File: src/rtl/adder_share_pkg.sv
// adder_share_pkg
// Shared types and widths for the shared-adder scheduler.
//   OPW     : operand width of the shared adder
//   SUMW    : sum width of the shared adder (sign-extended operands, no overflow)
//   RETRY_W : width of the per-transaction retry counter
//   state_t : scheduler FSM states
package adder_share_pkg;

  localparam int OPW     = 8;
  localparam int SUMW    = 9;
  localparam int RETRY_W = 3;

  typedef enum logic [1:0] {
    IDLE  = 2'd0,
    EXEC1 = 2'd1,
    EXEC2 = 2'd2,
    RESP  = 2'd3
  } state_t;

endpackage

File: src/rtl/adder_share_sched_rr_arbiter.sv
// rr_arbiter
// Combinational round-robin arbiter. The search starts one position after
// ptr and wraps modulo N, so the requester served last has lowest priority.
// Ports:
//   req   in  N   request vector
//   ptr   in  IW  index of the most recently granted requester
//   grant out N   one-hot grant (zero when no request)
//   idx   out IW  encoded index of the grant
//   any   out 1   at least one request present
module rr_arbiter #(
  parameter int N  = 4,
  parameter int IW = 2
) (
  input  logic [N-1:0]  req,
  input  logic [IW-1:0] ptr,
  output logic [N-1:0]  grant,
  output logic [IW-1:0] idx,
  output logic          any
);

  int          pos;
  logic [IW-1:0] pos_idx;

  always_comb begin
    grant   = '0;
    idx     = '0;
    any     = 1'b0;
    pos     = 0;
    pos_idx = '0;
    // Walk N positions starting at ptr+1; the first hit wins.
    for (int k = 1; k <= N; k++) begin
      pos     = (int'(ptr) + k) % N;
      pos_idx = IW'(pos);
      if (!any && req[pos_idx]) begin
        any            = 1'b1;
        grant[pos_idx] = 1'b1;
        idx            = pos_idx;
      end
    end
  end

endmodule

File: src/rtl/adder_share_sched.sv
// adder_share_sched
// Time-multiplexes one external 8-bit signed adder among N_REQ requesters
// with round-robin arbitration. Every operation runs twice, the second pass
// with operands swapped; the two sums must agree. On disagreement the pair
// of passes is repeated up to MAX_RETRY times before the response is
// flagged with rsp_err.
//
// Handshakes (request side and response side) are valid/ready: a transfer
// happens on a rising edge where both valid and ready are high. Valid is
// never a function of ready. req_ready is one-hot or zero and is only
// raised in IDLE; rsp_* are held stable while rsp_valid=1 and rsp_ready=0.
//
// Ports:
//   clk, rst           clock, asynchronous active-high reset
//   req_valid/ready    per-requester request handshake
//   req_a, req_b       packed signed operands, slice i = requester i
//   add_a, add_b       registered operands driven to the shared adder
//   add_sum            combinational sum returned by the shared adder
//   rsp_valid/ready    response handshake
//   rsp_id             requester index served
//   rsp_sum            pass-1 sum
//   rsp_err            retries exhausted, sum unreliable
//   rsp_retries        retries consumed by this transaction
//   fault_cnt          saturating count of pass mismatches
import adder_share_pkg::*;

module adder_share_sched #(
  parameter int N_REQ     = 4,
  parameter int ID_W      = 2,
  parameter int MAX_RETRY = 2,
  parameter int CNT_W     = 16
) (
  input  logic                   clk,
  input  logic                   rst,
  input  logic [N_REQ-1:0]       req_valid,
  output logic [N_REQ-1:0]       req_ready,
  input  logic [OPW*N_REQ-1:0]   req_a,
  input  logic [OPW*N_REQ-1:0]   req_b,
  output logic [OPW-1:0]         add_a,
  output logic [OPW-1:0]         add_b,
  input  logic [SUMW-1:0]        add_sum,
  output logic                   rsp_valid,
  input  logic                   rsp_ready,
  output logic [ID_W-1:0]        rsp_id,
  output logic [SUMW-1:0]        rsp_sum,
  output logic                   rsp_err,
  output logic [RETRY_W-1:0]     rsp_retries,
  output logic [CNT_W-1:0]       fault_cnt
);

  // FSM state, kept as a named signal so checkers can bind to it.
  state_t             state;

  logic [ID_W-1:0]    rr_ptr;
  logic [OPW-1:0]     op_a;
  logic [OPW-1:0]     op_b;
  logic [ID_W-1:0]    cur_id;
  logic [RETRY_W-1:0] retry;
  logic [SUMW-1:0]    s1;

  logic [N_REQ-1:0]   gnt;
  logic [ID_W-1:0]    gnt_idx;
  logic               gnt_any;
  logic [OPW-1:0]     sel_a;
  logic [OPW-1:0]     sel_b;
  logic               pass_match;
  logic               retry_left;
  logic [CNT_W-1:0]   fault_cnt_inc;

  rr_arbiter #(
    .N  (N_REQ),
    .IW (ID_W)
  ) u_arb (
    .req   (req_valid),
    .ptr   (rr_ptr),
    .grant (gnt),
    .idx   (gnt_idx),
    .any   (gnt_any)
  );

  // Grant is only offered in IDLE; reset forces it low so every output
  // reads zero while reset is held.
  assign req_ready = (state == IDLE && !rst) ? gnt : '0;

  assign sel_a = req_a[int'(gnt_idx)*OPW +: OPW];
  assign sel_b = req_b[int'(gnt_idx)*OPW +: OPW];

  // The pass-2 sample is compared directly off add_sum in EXEC2; holding it
  // in a register first would only add a cycle.
  assign pass_match = (add_sum == s1);
  assign retry_left = (retry < RETRY_W'(MAX_RETRY));

  // Saturating increment: hold at all-ones.
  assign fault_cnt_inc = (fault_cnt == '1) ? fault_cnt : fault_cnt + 1'b1;

  always_ff @(posedge clk or posedge rst) begin
    if (rst) begin
      state       <= IDLE;
      rr_ptr      <= ID_W'(N_REQ - 1);
      op_a        <= '0;
      op_b        <= '0;
      cur_id      <= '0;
      retry       <= '0;
      s1          <= '0;
      add_a       <= '0;
      add_b       <= '0;
      rsp_valid   <= 1'b0;
      rsp_id      <= '0;
      rsp_sum     <= '0;
      rsp_err     <= 1'b0;
      rsp_retries <= '0;
      fault_cnt   <= '0;
    end else begin
      case (state)
        IDLE: begin
          if (gnt_any) begin
            op_a   <= sel_a;
            op_b   <= sel_b;
            cur_id <= gnt_idx;
            add_a  <= sel_a;
            add_b  <= sel_b;
            rr_ptr <= gnt_idx;
            retry  <= '0;
            state  <= EXEC1;
          end
        end

        EXEC1: begin
          s1    <= add_sum;
          // Second pass presents the operands swapped.
          add_a <= op_b;
          add_b <= op_a;
          state <= EXEC2;
        end

        EXEC2: begin
          if (pass_match) begin
            rsp_valid   <= 1'b1;
            rsp_id      <= cur_id;
            rsp_sum     <= s1;
            rsp_err     <= 1'b0;
            rsp_retries <= retry;
            state       <= RESP;
          end else if (retry_left) begin
            fault_cnt <= fault_cnt_inc;
            retry     <= retry + 1'b1;
            add_a     <= op_a;
            add_b     <= op_b;
            state     <= EXEC1;
          end else begin
            fault_cnt   <= fault_cnt_inc;
            rsp_valid   <= 1'b1;
            rsp_id      <= cur_id;
            rsp_sum     <= s1;
            rsp_err     <= 1'b1;
            rsp_retries <= retry;
            state       <= RESP;
          end
        end

        RESP: begin
          if (rsp_ready) begin
            rsp_valid <= 1'b0;
            state     <= IDLE;
          end
        end

        default: state <= IDLE;
      endcase
    end
  end

endmodule

File: config.mk
export PLATFORM = sky130hd
export DESIGN_NAME = adder_share_sched
export DESIGN_NICKNAME = d
export VERILOG_FILES = /design/src/rtl/adder_share_pkg.sv /design/src/rtl/adder_share_sched_rr_arbiter.sv /design/src/rtl/adder_share_sched.sv
export SDC_FILE = /design/constraint.sdc
export NUM_CORES = 1
export LEC_CHECK = 0
export CAP_MARGIN = 20
export CORE_MARGIN = 4
export CORE_UTILIZATION = 32
export DETAILED_ROUTE_END_ITERATION = 12
export PLACE_DENSITY = 0.65
export SYNTH_ARGS = -nofsm -noshare
export SYNTH_HDL_FRONTEND = slang
export SYNTH_SLANG_ARGS = --single-unit
File: constraint.sdc
create_clock -name clk -period 5.3 [get_ports clk]
set_clock_uncertainty 0.1 [all_clocks]
set_input_delay 0.53 -clock clk [delete_from_list [all_inputs] [get_ports clk]]
set_output_delay 0.53 -clock clk [all_outputs]
set_load 0.1 [all_outputs]
==> results.sh, run 1 <==
# implementation run metrics
export IMPL_met1_length_mm=7.015
export IMPL_cp_depth=9
export IMPL_cts_root_buf="clkbuf_16"
export IMPL_die_w_um=136.7
export IMPL_fillers=1516
export IMPL_slew_headroom_pct=25.90
export IMPL_reg2reg_depth=7
export IMPL_crit_arrival_ns=3.54
export IMPL_io_pins=132
export IMPL_gp_congestion=0.8108
export IMPL_post_cts_buffers=0
export IMPL_hold_start="rsp_id[0]"
export IMPL_hold_path_endpoint="rsp_id[0]"
export IMPL_status="finished, final reports clean"
export IMPL_hpwlAfterDp_mm=11.70
export IMPL_crit_end="req_ready[0]"
export IMPL_antenna_found_initial=0
export IMPL_grt_start_max_net_pins=65
export IMPL_viasPerCell=5.552
export IMPL_final_setup_tns_ns=0
export IMPL_grt_pass1_wl_mm=24.90
export IMPL_firstDrtPassIters=5
export IMPL_cts_clk_slew_worst_paths_ns=0.06
export IMPL_antenna_cells=0
export IMPL_crit_path_max_fanout=27
export IMPL_min_period_over_period_pct=78.67
export IMPL_top_layer="met4"
export IMPL_dr_wl_met3_mm=1.124
export IMPL_synth_edff_count=0
export IMPL_cap_viol_max_count=0
export IMPL_cp_cell_sequence="inv_1 > ha_1 > mux4_2 > nor2b_4 > a22oi_1 > nor2_1 > a221oi_1 > nor2_1 > buf_4"
export IMPL_ys_flops=82
export IMPL_regArea_um2=2054
export IMPL_h_tree_depth=3
export IMPL_drc=0
export IMPL_first_global_vias=4682
export IMPL_ys_warn_count=0
export IMPL_ys_seq_share_pct=38.75
export IMPL_grt_util_met2_pct=27.41
export IMPL_whs_ns=0.3701
export IMPL_largest_register="fault_cnt"
export IMPL_r2r_start="rr_ptr[0]"
export IMPL_crit_top_cell="nor2_1"
export IMPL_synth_xor_area_share_pct=4.295
export IMPL_synth_stat_cells=552
export IMPL_worst_setup_path_start_kind="flop"
export IMPL_rsz0062_at_grt="no"
export IMPL_path_class="reg2out"
export IMPL_async_flop_share_pct=100.0
export IMPL_ys_sh_simple_pct=16.45
export IMPL_fp_nets=648
export IMPL_port_buffer_count=131
export IMPL_rrSetupSlack_ns=1.30
export IMPL_finalHoldViolations=0
export IMPL_hold_path_depth=2
export IMPL_ys_sh_mux_pct=11.12
export IMPL_maxSlewViolCount=0
export IMPL_ctsResizeCount=0
export IMPL_clock_sinks=82
export IMPL_cts_tree="yes"
export IMPL_hold_buffers=0
export IMPL_use_met3_pct=2.941
export IMPL_largest_registers="fault_cnt x16, rsp_sum x9, s1 x9"
export IMPL_path_delay_family="simple AND/OR/NAND/NOR gates"
export IMPL_crit_slowest_cell="ha_1"
export IMPL_grt_busiest_layer="met2"
export IMPL_final_layout_top_logic_cells="127 x clkdlybuf4s50_1, 80 x dfrtp_1, 76 x nand2_1"
-- run 1: synth_stat cells, types with 5 or more instances --
cell | number | area share [%]
ha_1 | 16 | 3.8
xnor2_1 | 10 | 1.7
a221oi_2 | 8 | 2.3
dfrtp_1 | 80 | 38
a21oi_1 | 22 | 2.1
nor2_1 | 28 | 2.0
xor2_1 | 16 | 2.6
nand2b_1 | 5 | 0.59
clkbuf_1 | 24 | 1.7
nand3_1 | 30 | 2.8
a31oi_1 | 6 | 0.71
a221oi_1 | 15 | 2.5
inv_1 | 16 | 1.1
o221ai_1 | 13 | 2.1
a22oi_1 | 20 | 2.8
nand2_1 | 76 | 5.4
nand4_1 | 15 | 1.8
mux2_2 | 13 | 2.8
a32oi_1 | 13 | 2.1
buf_2 | 7 | 0.66
mux2i_1 | 37 | 7.0
nor3_1 | 9 | 0.85
o21ai_0 | 12 | 1.1
-- run 1: stage by stage --
stage                     setup slack [ns]  cell area (um^2)  std cells  utilization, %
after global routing                0.9464              7024        883           43.74
final                                1.131              7024        883           43.74
after detailed placement             1.295              6718        866           41.83
after global placement               1.384              6713        865           41.80
after CTS                            1.131              7009        882           43.65
after floorplan                     0.3419              5301        552               -
-- run 1: cell type report --
class	count	share of cell area, %
flip-flops and latches	82	29.25
multi-input cells	414	42.48
clock buffers	12	3.794
clock inverters	4	0.3563
repair buffers	138	19.34
well taps	216	3.848
inverters	17	0.9263
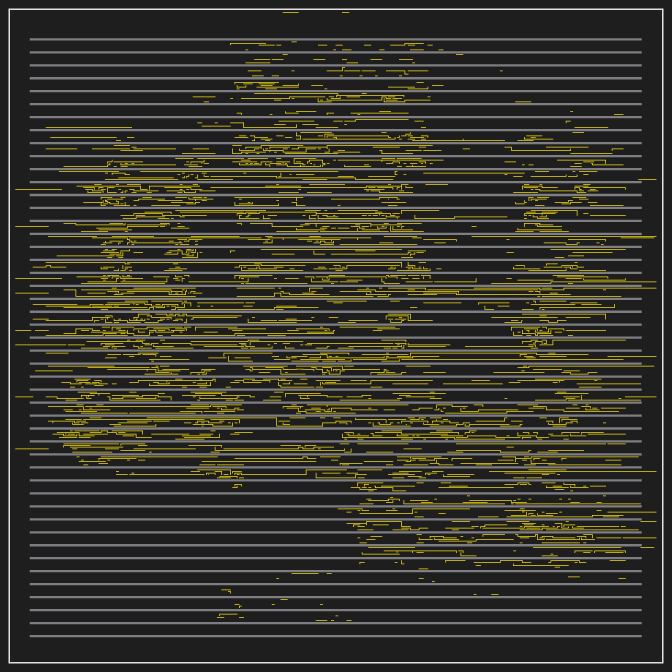
Figure 1: run 1, M1 wires.
Supply wires on this layer in grey.
share of all routed wire = 44%
main direction = horizontal
nets with wire on the layer = 645
longest straight run = 57.5 um
vias post-DR: 4902
met1 Usage GRT: 23.44%

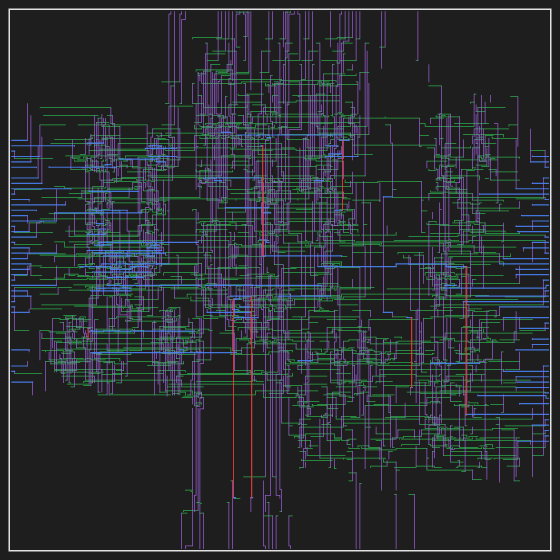
Figure 2: run 1, signal wires by layer.
M4 -> red  # wire length 205 um
M2 -> purple  # wire length 7710 um
M3 -> blue  # wire length 1120 um
M1 -> green  # wire length 7020 um
DR WL/cell: 18.18 um
Final Routed Wirelength: 16.05 mm
gr usage total: 16.94%

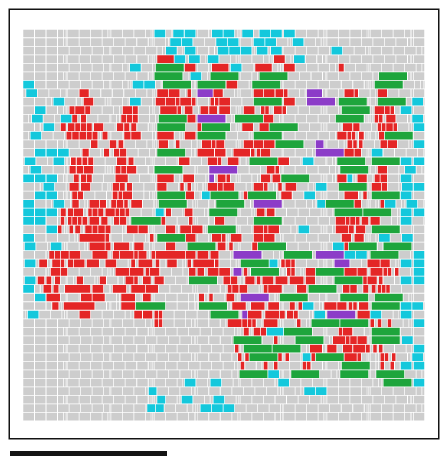
Figure 3: run 1, placement by cell class.
Bar = 50 um. Fill, decap, tap and diode cells in grey.
remaining logic cells -> red  # cells 431, share of their area 45%
remaining buffers and delay cells -> cyan  # cells 138, share of their area 20%
clock drivers and dummy loads -> purple  # cells 16, share of their area 4.3%
registers -> green  # cells 82, share of their area 30%
fraction of area in registers: 29.25%
core area: 16060 um^2
Site Rows: 46
post-route cell area: 7024 um^2
Final Util: 43.74%

==> run 1 -> run 2 <==
clock period = 4.35 ns   (was 5.3 ns; I/O delays follow)
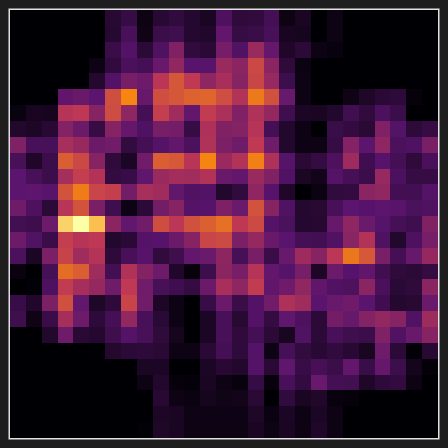
Figure 4: run 2, routed metal per tile.
The die is cut into 27 by 27 equal tiles; black is low, pale yellow is high, scaled to the fullest tile. Values are wire area over tile area, all layers added.
nearly empty tiles = 22%
tiles over half the peak = 7.3%
emptiest ninth of the die = top right
gr usage total: 17.38%
Final Routed Wirelength: 16.27 mm

==> run 2 against run 1 <==
Compared with the run above: utilization increased by 0.96 points; hold slack improved by 0.0019 ns; clock-buffer cell count decreased by 2.
==> results.sh, run 2 <==
# implementation run metrics
export IMPL_ys_top_cells_by_area="dfrtp_1 38%, mux2i_1 7.0%, nand2_1 5.4%"
export IMPL_cap_viol_max_count=0
export IMPL_largest_area_cell="dfrtp_1"
export IMPL_synth_avg_cell_area_um2=9.604
export IMPL_crit_arrival_ns=3.83
export IMPL_hpwlAfterDp_mm=11.77
export IMPL_finalHoldViolations=0
export IMPL_post_route_min_period_ns=3.754
export IMPL_top_cell="dfrtp_1"
export IMPL_grt_pass1_wl_mm=25.65
export IMPL_hold_start="rsp_sum[8]"
export IMPL_antenna_cells=0
export IMPL_place_inst=869
export IMPL_grt_start_max_net_pins=83
export IMPL_min_period_over_period_pct=86.29
export IMPL_setup_viol=0
export IMPL_reg2reg_depth=8
export IMPL_use_met3_pct=3.309
export IMPL_ctsResizeCount=0
export IMPL_clkLatencyLatePin_ns=0.34
export IMPL_die_w_um=136.7
export IMPL_tightestPinTransition_ns=1.020
export IMPL_h_tree_depth=3
export IMPL_whs_ns=0.3720
export IMPL_warnings=38
export IMPL_cts_tree="yes"
export IMPL_drc=0
export IMPL_rsz0062_at_grt="no"
export IMPL_largest_register="fault_cnt"
export IMPL_ant_nets=0
export IMPL_cts_buffers=9
export IMPL_drive_above_1_share_pct=11.16
export IMPL_met1_length_mm=7.017
export IMPL_synthDistinctLibCells=60
export IMPL_instances_no_fill=888
export IMPL_crit_path_max_fanout=16
export IMPL_cp_startpoint="rr_ptr[1]"
export IMPL_hold_buffers=0
export IMPL_dr_wl_met3_mm=1.161
export IMPL_synth_area_um2=5301
export IMPL_firstDrtPassIters=5
export IMPL_cts_root_buf="clkbuf_16"
export IMPL_grt_util_met2_pct=28.23
export IMPL_met1_usage_pct=23.31
export IMPL_die_height_um=136.7
export IMPL_layout_nets=763
export IMPL_hold_path_depth=2
export IMPL_clk_path_buf_depth=2
export IMPL_syn_inst=552
export IMPL_initCoreUtil_pct=33.01
export IMPL_port_buffer_count=131
export IMPL_post_cts_buffers=0
export IMPL_core_area_um2=16060
export IMPL_comb_area_um2=3014
export IMPL_io_pins=132
export IMPL_path_class="reg2reg"
export IMPL_async_flop_share_pct=100.0
export IMPL_top_layer="met4"
export IMPL_largest_registers="fault_cnt x16, rsp_sum x9, s1 x9"
export IMPL_grt_busiest_layer="met2"
export IMPL_maxSlewViolCount=0
export IMPL_r2r_start="rr_ptr[1]"
export IMPL_cp_required_ns=4.43
export IMPL_ys_warn_count=0
export IMPL_final_setup_tns_ns=0
export IMPL_hold_path_endpoint="rsp_sum[8]"
export IMPL_largest_reg_flops=16
export IMPL_final_common_cell="clkdlybuf4s50_1"
export IMPL_cts_clk_slew_worst_paths_ns=0.06
export IMPL_rrSetupSlack_ns=0.60
export IMPL_antenna_found_initial=0
export IMPL_common_cells="80 x dfrtp_1, 76 x nand2_1, 37 x mux2i_1"
export IMPL_fmax_mhz=266.4
export IMPL_fp_nets=648
export IMPL_viasPerCell=5.545
export IMPL_critPathCaptureType="flop"
export IMPL_top_area_share_pct=37.76
export IMPL_yosysChipArea_um2=5301
export IMPL_slew_headroom_pct=31.77
export IMPL_fillers=1494
export IMPL_regArea_um2=2054
export IMPL_ys_dominant_reg_cell="dfrtp_1"
export IMPL_ys_flops=82
export IMPL_final_layout_top_logic_cells="127 x clkdlybuf4s50_1, 80 x dfrtp_1, 76 x nand2_1"
export IMPL_hp_class="reg2reg"
export IMPL_status="finished, final reports clean"
export IMPL_worst_setup_path_start_kind="flop"
export IMPL_synth_stat_cells=552
export IMPL_first_global_vias=4837
export IMPL_gp_congestion=0.8156
export IMPL_crit_end="op_b[6]"
export IMPL_clock_sinks=82
export IMPL_dr_wl_met2_mm=7.841
export IMPL_num_rows=46
export IMPL_ys_seq_share_pct=38.75
export IMPL_grt_ovfl_total=0
export IMPL_reg2reg_to="op_b[6]"
export IMPL_area_growth_pct=35.40
export IMPL_drt_initial_drc_count=338
export IMPL_synth_edff_count=0
export IMPL_chip_area_um2=18690
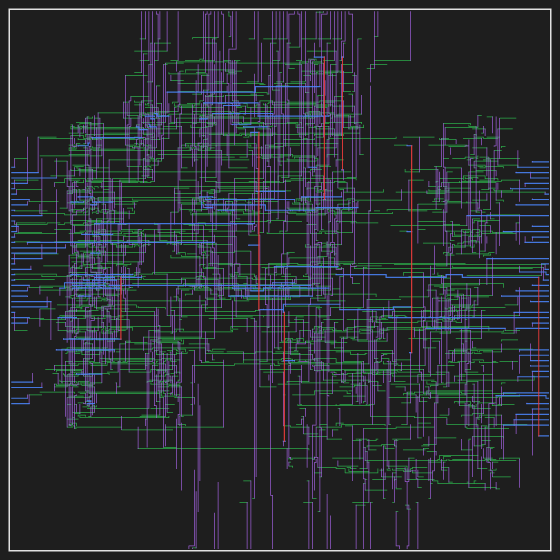
Figure 5: run 2, signal wires by layer.
M4 -> red  # wire length 250 um
M3 -> blue  # wire length 1160 um
M2 -> purple  # wire length 7840 um
M1 -> green  # wire length 7020 um
vias post-DR: 4924
DR WL/cell: 18.32 um

## run 2: cell types whose count changed in the layout (fill, tap and decap cells not counted), sizes merged
cell,before,now
clkinv,3,6
clkinvlp,2,0
buf,11,16
bufinv,0,1
clkbuf,12,10
## run 2: final cells by class
cell class	count	area share [%]
repair buffers	143	20.46
clock inverters	6	0.9238
inverters	17	0.9064
multi-input cells	414	41.99
well taps	216	3.765
flip-flops and latches	82	28.62
clock buffers	10	3.329
## run 2: critical path, stage by stage (launching register included)
cell       delay (ns)
dfstp_2          0.63
inv_1            0.15
ha_1             0.51
mux2i_2          0.50
mux2i_2          0.29
nor2_4           0.21
a2bb2oi_4        0.63
mux2i_1          0.39
o221ai_1         0.18
## run 2: metrics by stage
| stage | cell area (um^2) | setup WS [ns] | utilization (%) |
|---|---|---|---|
| after floorplan | 5331 | 0.2385 | - |
| after global placement | 6823 | 0.8031 | 42.49 |
| after detailed placement | 6823 | 0.6029 | 42.49 |
| after CTS | 7128 | 0.6059 | 44.39 |
| after global routing | 7178 | 0.3461 | 44.70 |
| final | 7178 | 0.5962 | 44.70 |
## run 2: cells by family after synthesis
logic type,count (synthesis),synth area share (%)
and+or+nand+nor,183,16.45
AOI/OAI and AO/OA,135,20.56
DFF,82,38.75
buffers and inverters,56,5.050
muxes,54,11.12
xor gates and xnor gates,26,4.295
adders and majority gates,16,3.776
==> run 2 -> run 3 <==
CELL_PAD_IN_SITES_DETAIL_PLACEMENT = 0   (was not set)
CELL_PAD_IN_SITES_GLOBAL_PLACEMENT = 1   (was not set)
PLACE_DENSITY = 0.79   (was 0.65)
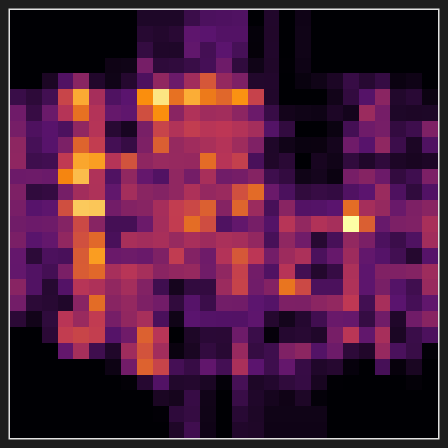
Figure 6: run 3, routed metal per tile.
The die is cut into 27 by 27 equal tiles; black is low, pale yellow is high, scaled to the fullest tile. Values are wire area over tile area, all layers added.
fullest tile = 0.62
emptiest ninth of the die = top right
tiles over half the peak = 8.9%
mean over tiles = 0.14
nearly empty tiles = 23%
vias post-DR: 4937
DR WL/cell: 18.03 um

==> run 3 against run 2 <==
Compared with the run above: sequential cell count is the same; cell count did not move; critical path depth stayed put; register-to-register slack better by 0.03 ns; sequential share of layout area grew 0.20 points; cell area down 0.68%; first-iteration DRC count is 11% lower; utilization decreased by 0.30 points; global-route usage down 0.70 points; non-clock buffer count stayed put; setup slack got worse by 0.022 ns.
==> results.sh, run 3 <==
# implementation run metrics
export IMPL_layout_nets=763
export IMPL_status="finished, final reports clean"
export IMPL_crit_arrival_ns=3.24
export IMPL_ys_top_cells_by_area="dfrtp_1 38%, mux2i_1 7.0%, nand2_1 5.4%"
export IMPL_hpwlAfterDp_mm=11.65
export IMPL_syn_inst=552
export IMPL_die_w_um=136.7
export IMPL_inverters=17
export IMPL_buffer_area_share_pct=20.32
export IMPL_path_delay_family="simple AND/OR/NAND/NOR gates"
export IMPL_path_class="reg2out"
export IMPL_largest_register="fault_cnt"
export IMPL_clkLatencyLatePin_ns=0.34
export IMPL_cts_root_buf="clkbuf_16"
export IMPL_common_cells="80 x dfrtp_1, 76 x nand2_1, 37 x mux2i_1"
export IMPL_core_area_um2=16060
export IMPL_fmax_mhz=264.9
export IMPL_initCoreUtil_pct=33.01
export IMPL_crit_buf_inv=2
export IMPL_drc=0
export IMPL_num_rows=46
export IMPL_maxSlewViolCount=0
export IMPL_synth_avg_cell_area_um2=9.604
export IMPL_drive_above_1_share_pct=11.16
export IMPL_hold_buffers=0
export IMPL_synth_area_um2=5301
export IMPL_antenna_cells=0
export IMPL_reg2reg_depth=7
export IMPL_firstDrtPassIters=5
export IMPL_warnings=38
export IMPL_clkCellAreaFrac_pct=3.879
export IMPL_cp_cell_sequence="buf_4 > mux4_2 > nor2b_4 > a22oi_1 > nor2_1 > a221oi_1 > nor2_4 > buf_12"
export IMPL_finalHoldViolations=0
export IMPL_largest_reg_flops=16
export IMPL_viasPerCell=5.560
export IMPL_grt_pass1_wl_mm=24.87
export IMPL_critPathCaptureType="primary output"
export IMPL_chip_area_um2=18690
export IMPL_ys_seq_share_pct=38.75
export IMPL_reg2reg_to="add_b[7]"
export IMPL_antenna_found_initial=0
export IMPL_rsz0062_at_grt="no"
export IMPL_cts_buffers=9
export IMPL_rrSetupSlack_ns=0.63
export IMPL_worst_setup_path_start_kind="flop"
export IMPL_first_global_vias=4782
export IMPL_taps=216
export IMPL_synth_edff_count=0
export IMPL_gp_congestion=0.7895
export IMPL_die_height_um=136.7
export IMPL_drt_initial_drc_count=301
export IMPL_cts_clk_slew_worst_paths_ns=0.07
export IMPL_async_flop_share_pct=100.0
export IMPL_slowest_delay_ns=0.68
export IMPL_fillers=1524
export IMPL_post_cts_buffers=0
export IMPL_cts_tree="yes"
export IMPL_hp_class="in2async"
export IMPL_grt_start_max_net_pins=52
export IMPL_buffers=143
export IMPL_comb_share_pct=42.28
export IMPL_final_common_cell="clkdlybuf4s50_1"
export IMPL_clock_sinks=82
export IMPL_yosysChipArea_um2=5301
export IMPL_seq_area_share_pct=28.82
export IMPL_io_pins=132
export IMPL_ant_nets=0
export IMPL_crit_path_max_fanout=51
export IMPL_crit_slowest_cell="mux4_2"
export IMPL_r2r_start="rr_ptr[1]"
export IMPL_min_period_over_period_pct=86.79
export IMPL_h_tree_depth=3
export IMPL_comb_area_um2=3014
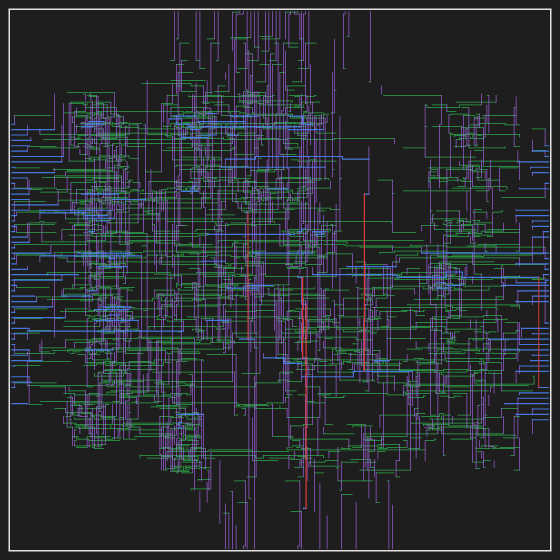
Figure 7: run 3, signal wires by layer.
Final Routed Wirelength: 16.01 mm
gr usage total: 16.68%

[run 3: cell counts after synthesis]
No cell type changed its count.
[run 3: stage by stage]
stage | util, % | cells | area (um^2) | hold slack [ns] | setup WS (ns)
floorplan | - | 552 | 5331 | 0.3386 | 0.2385
global placement | 42.54 | 870 | 6830 | 0.3612 | 0.8032
detailed placement | 42.54 | 870 | 6830 | 0.3734 | 0.6486
CTS | 44.26 | 886 | 7107 | 0.3891 | 0.5871
global route | 44.40 | 888 | 7129 | 0.4079 | 0.4019
finish | 44.40 | 888 | 7129 | 0.3737 | 0.5745
[run 3: cells by family after synthesis]
| group | after synthesis | synth area share, % |
|---|---|---|
| simple gates | 183 | 16.45 |
| fa+ha+maj | 16 | 3.776 |
| compound gates | 135 | 20.56 |
| xor+xnor | 26 | 4.295 |
| buf+inv | 56 | 5.050 |
| mux | 54 | 11.12 |
| flops | 82 | 38.75 |
[run 3: worst max-delay path by stage]
| stage | from | endpoint | slack, ns | depth (start not counted) |
|---|---|---|---|---|
| floorplan | rr_ptr[0] | req_ready[0] | 0.24 | 14 |
| global placement | req_valid[1] | add_a[6] | 0.80 | 7 |
| detailed placement | req_valid[1] | add_a[0] | 0.65 | 7 |
| CTS | rr_ptr[0] | req_ready[1] | 0.59 | 8 |
| global route | rr_ptr[1] | req_ready[0] | 0.40 | 7 |
| finish | rr_ptr[0] | req_ready[1] | 0.57 | 8 |
[run 3: routing by layer]
layer / wire length [um] / GRT usage, % / up-vias
met4: 176 / 3.807 / 0
met5: 0 / 0 / -
li1: - / - / 2296
met1: 7390 / 23.64 / 2401
met2: 7354 / 26.64 / 229
met3: 1087 / 2.868 / 11
